run_1/metal_stack.png
Drawn at 1.5 px/um. Only two layers are drawn.
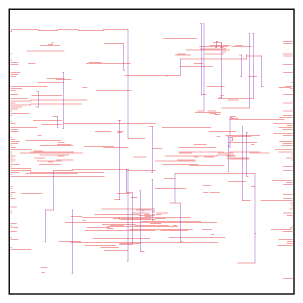
run_1/gate_families.png
Drawn at 2 px/um.
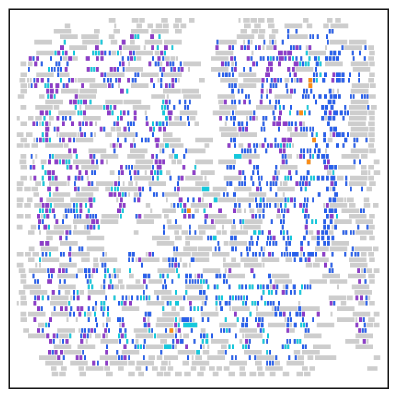
run_1/met4.png
Drawn at 2 px/um.
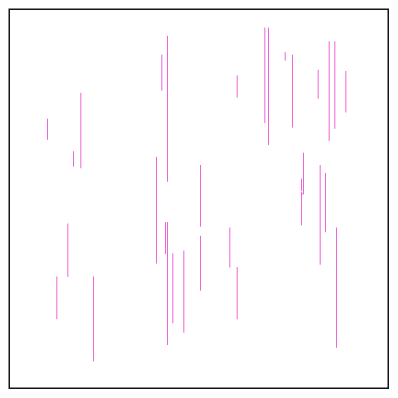
===== src/rtl/lsu_data_if.sv =====
// Load/store unit: runs the data-memory req/gnt/rvalid handshake for one EX operation at a time,
// splitting misaligned accesses into two word transactions and returning aligned, extended load data.
module lsu_data_if #(
  parameter bit ERR_ON_MISALIGNED = 1'b0
) (
  input  logic        clk_i,
  input  logic        rst_ni,
  input  logic        lsu_req_i,
  input  logic        lsu_we_i,
  input  logic [1:0]  lsu_type_i,
  input  logic        lsu_sign_ext_i,
  input  logic [31:0] lsu_addr_i,
  input  logic [31:0] lsu_wdata_i,
  input  logic [4:0]  lsu_waddr_i,
  output logic        lsu_busy_o,
  output logic        data_req_o,
  input  logic        data_gnt_i,
  input  logic        data_rvalid_i,
  input  logic        data_err_i,
  output logic [31:0] data_addr_o,
  output logic        data_we_o,
  output logic [3:0]  data_be_o,
  output logic [31:0] data_wdata_o,
  input  logic [31:0] data_rdata_i,
  output logic [31:0] rf_wdata_lsu_o,
  output logic        rf_we_lsu_o,
  output logic [4:0]  rf_waddr_lsu_o,
  output logic        resp_valid_o,
  output logic        load_err_o,
  output logic        store_err_o
);

  typedef enum logic [1:0] {IDLE, REQ, WAIT_RV} state_e;

  state_e      state_q;
  logic        we_q, sign_q, phase_q, split_q;
  logic [1:0]  type_q;
  logic [31:0] addr_q, wdata_q, rdata_q;
  logic [4:0]  waddr_q;
  logic        req_q, bus_we_q;
  logic [31:0] bus_addr_q, bus_wdata_q;
  logic [3:0]  bus_be_q;
  logic [31:0] rf_wdata_q;
  logic [4:0]  rf_waddr_q;
  logic        rf_we_q, resp_q, load_err_q, store_err_q;
  logic        mis_in;

  function automatic logic is_misaligned(input logic [1:0] typ, input logic [1:0] off);
    return typ[1] ? (off != 2'd0) : (typ[0] && (off == 2'd3));
  endfunction

  // Phase 1 only ever carries the bytes that spilled past the first word boundary.
  function automatic logic [3:0] be_calc(input logic [1:0] typ, input logic [1:0] off,
                                         input logic ph);
    logic [3:0] be;
    be = 4'b0001 << off;
    if (typ[1]) begin
      be = ph ? (4'b1111 >> (3'd4 - {1'b0, off})) : (4'b1111 << off);
    end else if (typ[0]) begin
      be = ph ? 4'b0001 : (4'b0011 << off);
    end
    return be;
  endfunction

  function automatic logic [31:0] rotl_bytes(input logic [31:0] d, input logic [1:0] off);
    return 32'(({d, d} << {off, 3'b000}) >> 32);
  endfunction

  function automatic logic [31:0] load_result(input logic [31:0] lo, input logic [31:0] hi,
                                              input logic [1:0] typ, input logic sgn,
                                              input logic [1:0] off);
    logic [31:0] al;
    al = 32'({hi, lo} >> {off, 3'b000});
    if (typ[1]) return al;
    if (typ[0]) return {{16{sgn & al[15]}}, al[15:0]};
    return {{24{sgn & al[7]}}, al[7:0]};
  endfunction

  assign mis_in = is_misaligned(lsu_type_i, lsu_addr_i[1:0]);

  always_ff @(posedge clk_i or negedge rst_ni) begin
    if (!rst_ni) begin
      state_q     <= IDLE;
      we_q        <= 1'b0;
      sign_q      <= 1'b0;
      phase_q     <= 1'b0;
      split_q     <= 1'b0;
      type_q      <= 2'b00;
      addr_q      <= 32'h0;
      wdata_q     <= 32'h0;
      rdata_q     <= 32'h0;
      waddr_q     <= 5'h0;
      req_q       <= 1'b0;
      bus_we_q    <= 1'b0;
      bus_addr_q  <= 32'h0;
      bus_wdata_q <= 32'h0;
      bus_be_q    <= 4'h0;
      rf_wdata_q  <= 32'h0;
      rf_waddr_q  <= 5'h0;
      rf_we_q     <= 1'b0;
      resp_q      <= 1'b0;
      load_err_q  <= 1'b0;
      store_err_q <= 1'b0;
    end else begin
      rf_we_q     <= 1'b0;
      resp_q      <= 1'b0;
      load_err_q  <= 1'b0;
      store_err_q <= 1'b0;
      unique case (state_q)
        IDLE: begin
          if (lsu_req_i) begin
            we_q    <= lsu_we_i;
            type_q  <= lsu_type_i;
            sign_q  <= lsu_sign_ext_i;
            addr_q  <= lsu_addr_i;
            wdata_q <= lsu_wdata_i;
            waddr_q <= lsu_waddr_i;
            if (mis_in && ERR_ON_MISALIGNED) begin
              resp_q      <= 1'b1;
              load_err_q  <= ~lsu_we_i;
              store_err_q <= lsu_we_i;
            end else begin
              state_q     <= REQ;
              phase_q     <= 1'b0;
              split_q     <= mis_in;
              req_q       <= 1'b1;
              bus_we_q    <= lsu_we_i;
              bus_addr_q  <= {lsu_addr_i[31:2], 2'b00};
              bus_be_q    <= be_calc(lsu_type_i, lsu_addr_i[1:0], 1'b0);
              bus_wdata_q <= rotl_bytes(lsu_wdata_i, lsu_addr_i[1:0]);
            end
          end
        end
        REQ: begin
          if (data_gnt_i) begin
            req_q   <= 1'b0;
            state_q <= WAIT_RV;
          end
        end
        WAIT_RV: begin
          if (data_rvalid_i) begin
            if (!phase_q && split_q && !data_err_i) begin
              rdata_q     <= data_rdata_i;
              phase_q     <= 1'b1;
              state_q     <= REQ;
              req_q       <= 1'b1;
              bus_addr_q  <= {addr_q[31:2], 2'b00} + 32'd4;
              bus_be_q    <= be_calc(type_q, addr_q[1:0], 1'b1);
              bus_wdata_q <= rotl_bytes(wdata_q, addr_q[1:0]);
            end else begin
              state_q <= IDLE;
              resp_q  <= 1'b1;
              if (data_err_i) begin
                load_err_q  <= ~we_q;
                store_err_q <= we_q;
              end else if (!we_q) begin
                rf_we_q    <= 1'b1;
                rf_waddr_q <= waddr_q;
                rf_wdata_q <= split_q
                  ? load_result(rdata_q, data_rdata_i, type_q, sign_q, addr_q[1:0])
                  : load_result(data_rdata_i, 32'h0, type_q, sign_q, addr_q[1:0]);
              end
            end
          end
        end
        default: state_q <= IDLE;
      endcase
    end
  end

  assign lsu_busy_o     = (state_q != IDLE);
  assign data_req_o     = req_q;
  assign data_addr_o    = bus_addr_q;
  assign data_we_o      = bus_we_q;
  assign data_be_o      = bus_be_q;
  assign data_wdata_o   = bus_wdata_q;
  assign rf_wdata_lsu_o = rf_wdata_q;
  assign rf_we_lsu_o    = rf_we_q;
  assign rf_waddr_lsu_o = rf_waddr_q;
  assign resp_valid_o   = resp_q;
  assign load_err_o     = load_err_q;
  assign store_err_o    = store_err_q;

endmodule


===== config.mk =====
export PLATFORM = sky130hd
export DESIGN_NAME = lsu_data_if
export DESIGN_NICKNAME = d
export VERILOG_FILES = /design/src/rtl/lsu_data_if.sv
export SDC_FILE = /design/constraint.sdc
export NUM_CORES = 1
export LEC_CHECK = 0
export ABC_AREA = 1
export CELL_PAD_IN_SITES_DETAIL_PLACEMENT = 0
export CELL_PAD_IN_SITES_GLOBAL_PLACEMENT = 1
export CORE_MARGIN = 3
export CORE_UTILIZATION = 38
export DETAILED_ROUTE_END_ITERATION = 16
export PLACE_DENSITY_LB_ADDON = 0.25
export SLEW_MARGIN = 20
export SYNTH_ARGS = -nofsm -noshare
export SYNTH_HDL_FRONTEND = slang
export SYNTH_SLANG_ARGS = --single-unit

===== constraint.sdc =====
create_clock -name clk_i -period 1.95 [get_ports clk_i]
set_input_delay 0.2925 -clock clk_i [delete_from_list [all_inputs] [get_ports clk_i]]
set_output_delay 0.2925 -clock clk_i [all_outputs]
set_load 0.05 [all_outputs]

==> impl_metrics.tcl, run 1 <==
# yosys + openroad results
set metrics [dict create \
    layout_top_cell "nand2_1" \
    status "finished clean" \
    worstPathCellList "buf_12 > nor2_4 > nand2_1 > inv_1 > a21oi_1 > nand3_1 > nand3_1 > nand2_1" \
    cts_made_buffers 26 \
    cp.arrival_ns 2.27 \
    rsz0062_at_grt "false" \
    grt_overflow 0 \
    synth_top_cell_by_count "nand2_1" \
    wl_met2_um 18200 \
    final_nets 2196 \
    ys_seq_elements 217 \
    insertedDiodeCount 2 \
    comb_share_pct 38.2 \
    avgSynthCellArea_um2 6.75 \
    gp_congestion 0.925 \
    layout.nonclk_buf_share_pct 16.9 \
    seq-cell-share_pct 33.3 \
    htreeDepth 1 \
    finalSetupTns_ns 0 \
    numPortBuffers 220 \
    p_int_mw 14.3 \
    drv_cap 0 \
    ys_cells 1882 \
    endpoint "rf_wdata_lsu_o[31]" \
    top_power_group "combinational cells" \
    combGateArea_mm2 0.00623 \
    p_seq_share_pct 28.2 \
    yosysWarningCount 0 \
    netlist_logic_family_top "simple AND/OR/NAND/NOR gates" \
    grt.busiest_layer "met2" \
    yosys_most_used_dff "dfrtp_1" \
    p_sw_mw 14.5 \
    r2r_end "rf_wdata_lsu_o[31]" \
    drt_first_pass_iters 6 \
    first_iter_violations 901 \
    ant_nets 0 \
    post-route-util_pct 49.9 \
    yosys-top-cells-area "dfrtp_1 (43%), nand2_1 (20%), o21ai_0 (7.6%), nor2_1 (6.2%), nand3_1 (4.7%)" \
    netlist_top_cells_count "nand2_1 (691), dfrtp_1 (217), nor2_1 (209)" \
    clk_path_buf_depth 3 \
    clkbuf_count 37 \
]
Notes on metal_stack.png above:
Key: met3 = red [wire length 3500 um]; met4 = purple [wire length 1010 um]

Notes on gate_families.png above:
Key: AND and OR gates = orange [cells 7, most used and2_1]; NOR gates = cyan [cells 223, most used nor2_1, where widely spread]; NAND gates = blue [cells 832, most used nand2_1, where widely spread]; inverting AOI/OAI gates = purple [cells 345, most used o21ai_0, where widely spread]

Notes on met4.png above:
The wires run mostly vertical. The layer holds 2.4% of the routed length. 22 nets have wire on it.

run_1/pins.png
Drawn at 2 px/um. Pins as bars across the die edge, other pins in gray.
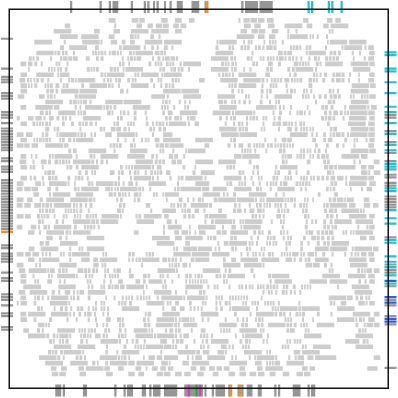

==> inputs of run 2 (changes only) <==
Settings changed: ABC_AREA 1 to unset, CORE_UTILIZATION 38 to 41.
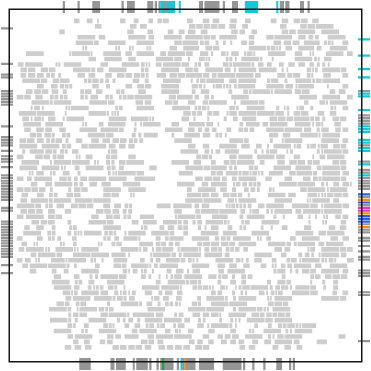
run_2/pins.png
Drawn at 2 px/um. Pins as bars across the die edge, other pins in gray.
Key: `data_be_o` = orange [pins 4, direction output, edge 3 east, 1 south]; `data_rvalid_i` = green [pins 1, direction input, edge south]; `lsu_type_i` = magenta [pins 2, direction input, edge east]; `rf_waddr_lsu_o` = blue [pins 5, direction output, edge east]; `rf_wdata_lsu_o` = cyan [pins 32, direction output, edge 16 east, 15 north, 1 south]

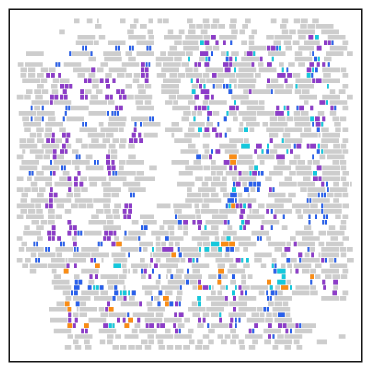
run_2/gate_families.png
Drawn at 2 px/um.
Key: NOR gates = cyan [cells 77, most used nor2_1]; AND and OR gates = orange [cells 24, most used or4_1]; inverting AOI/OAI gates = purple [cells 257, most used o21ai_0, where widely spread]; NAND gates = blue [cells 194, most used nand2_1, where widely spread]

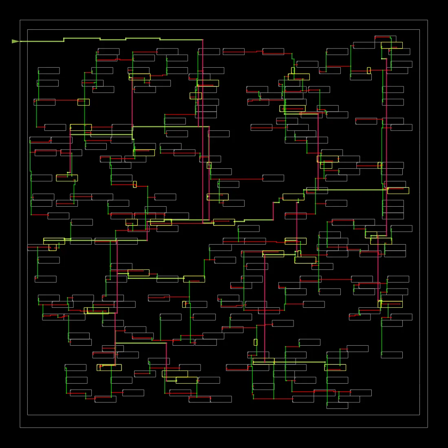
run_2/final_clocks.png
worst skew pair latency: 0.53 ns
CTS sink cnt: 217
clk_skew: 0.0125 ns

==> impl_metrics.tcl, run 2 <==
# yosys + openroad results
set metrics [dict create \
    cp.arrival_ns 2.34 \
    rsz0062_at_grt "true" \
    netlist_top_cells_count "dfrtp_1 (217), nand2_1 (148), mux2_2 (110)" \
    p_seq_share_pct 29.2 \
    layout.nonclk_buf_share_pct 19.5 \
    grt.busiest_layer "met2" \
    clkbuf_count 42 \
    clk_path_buf_depth 3 \
    p_sw_mw 12.8 \
    grt_overflow 0 \
    combGateArea_mm2 0.00599 \
    comb_share_pct 37.8 \
    layout_top_cell "dfrtp_1" \
    p_int_mw 15.8 \
    drt_first_pass_iters 5 \
    avgSynthCellArea_um2 10.3 \
    netlist_logic_family_top "multiplexers" \
    ys_seq_elements 217 \
    yosysWarningCount 0 \
    htreeDepth 1 \
    ys_cells 1144 \
    yosys_most_used_dff "dfrtp_1" \
    seq-cell-share_pct 34.3 \
    worstPathCellList "mux4_2 > a31o_4 > a211oi_1 > a21oi_1 > a22o_1" \
    gp_congestion 0.879 \
    r2r_end "rf_wdata_lsu_o[9]" \
    final_nets 1505 \
    drv_cap 0 \
    synth_top_cell_by_count "dfrtp_1" \
    cts_made_buffers 26 \
    insertedDiodeCount 2 \
    endpoint "rf_wdata_lsu_o[9]" \
    yosys-top-cells-area "dfrtp_1 (46%), mux2_2 (11%), mux2i_1 (7.7%), nand2_1 (4.7%), o22ai_1 (3.7%)" \
    wl_met2_um 16700 \
    status "finished clean" \
]
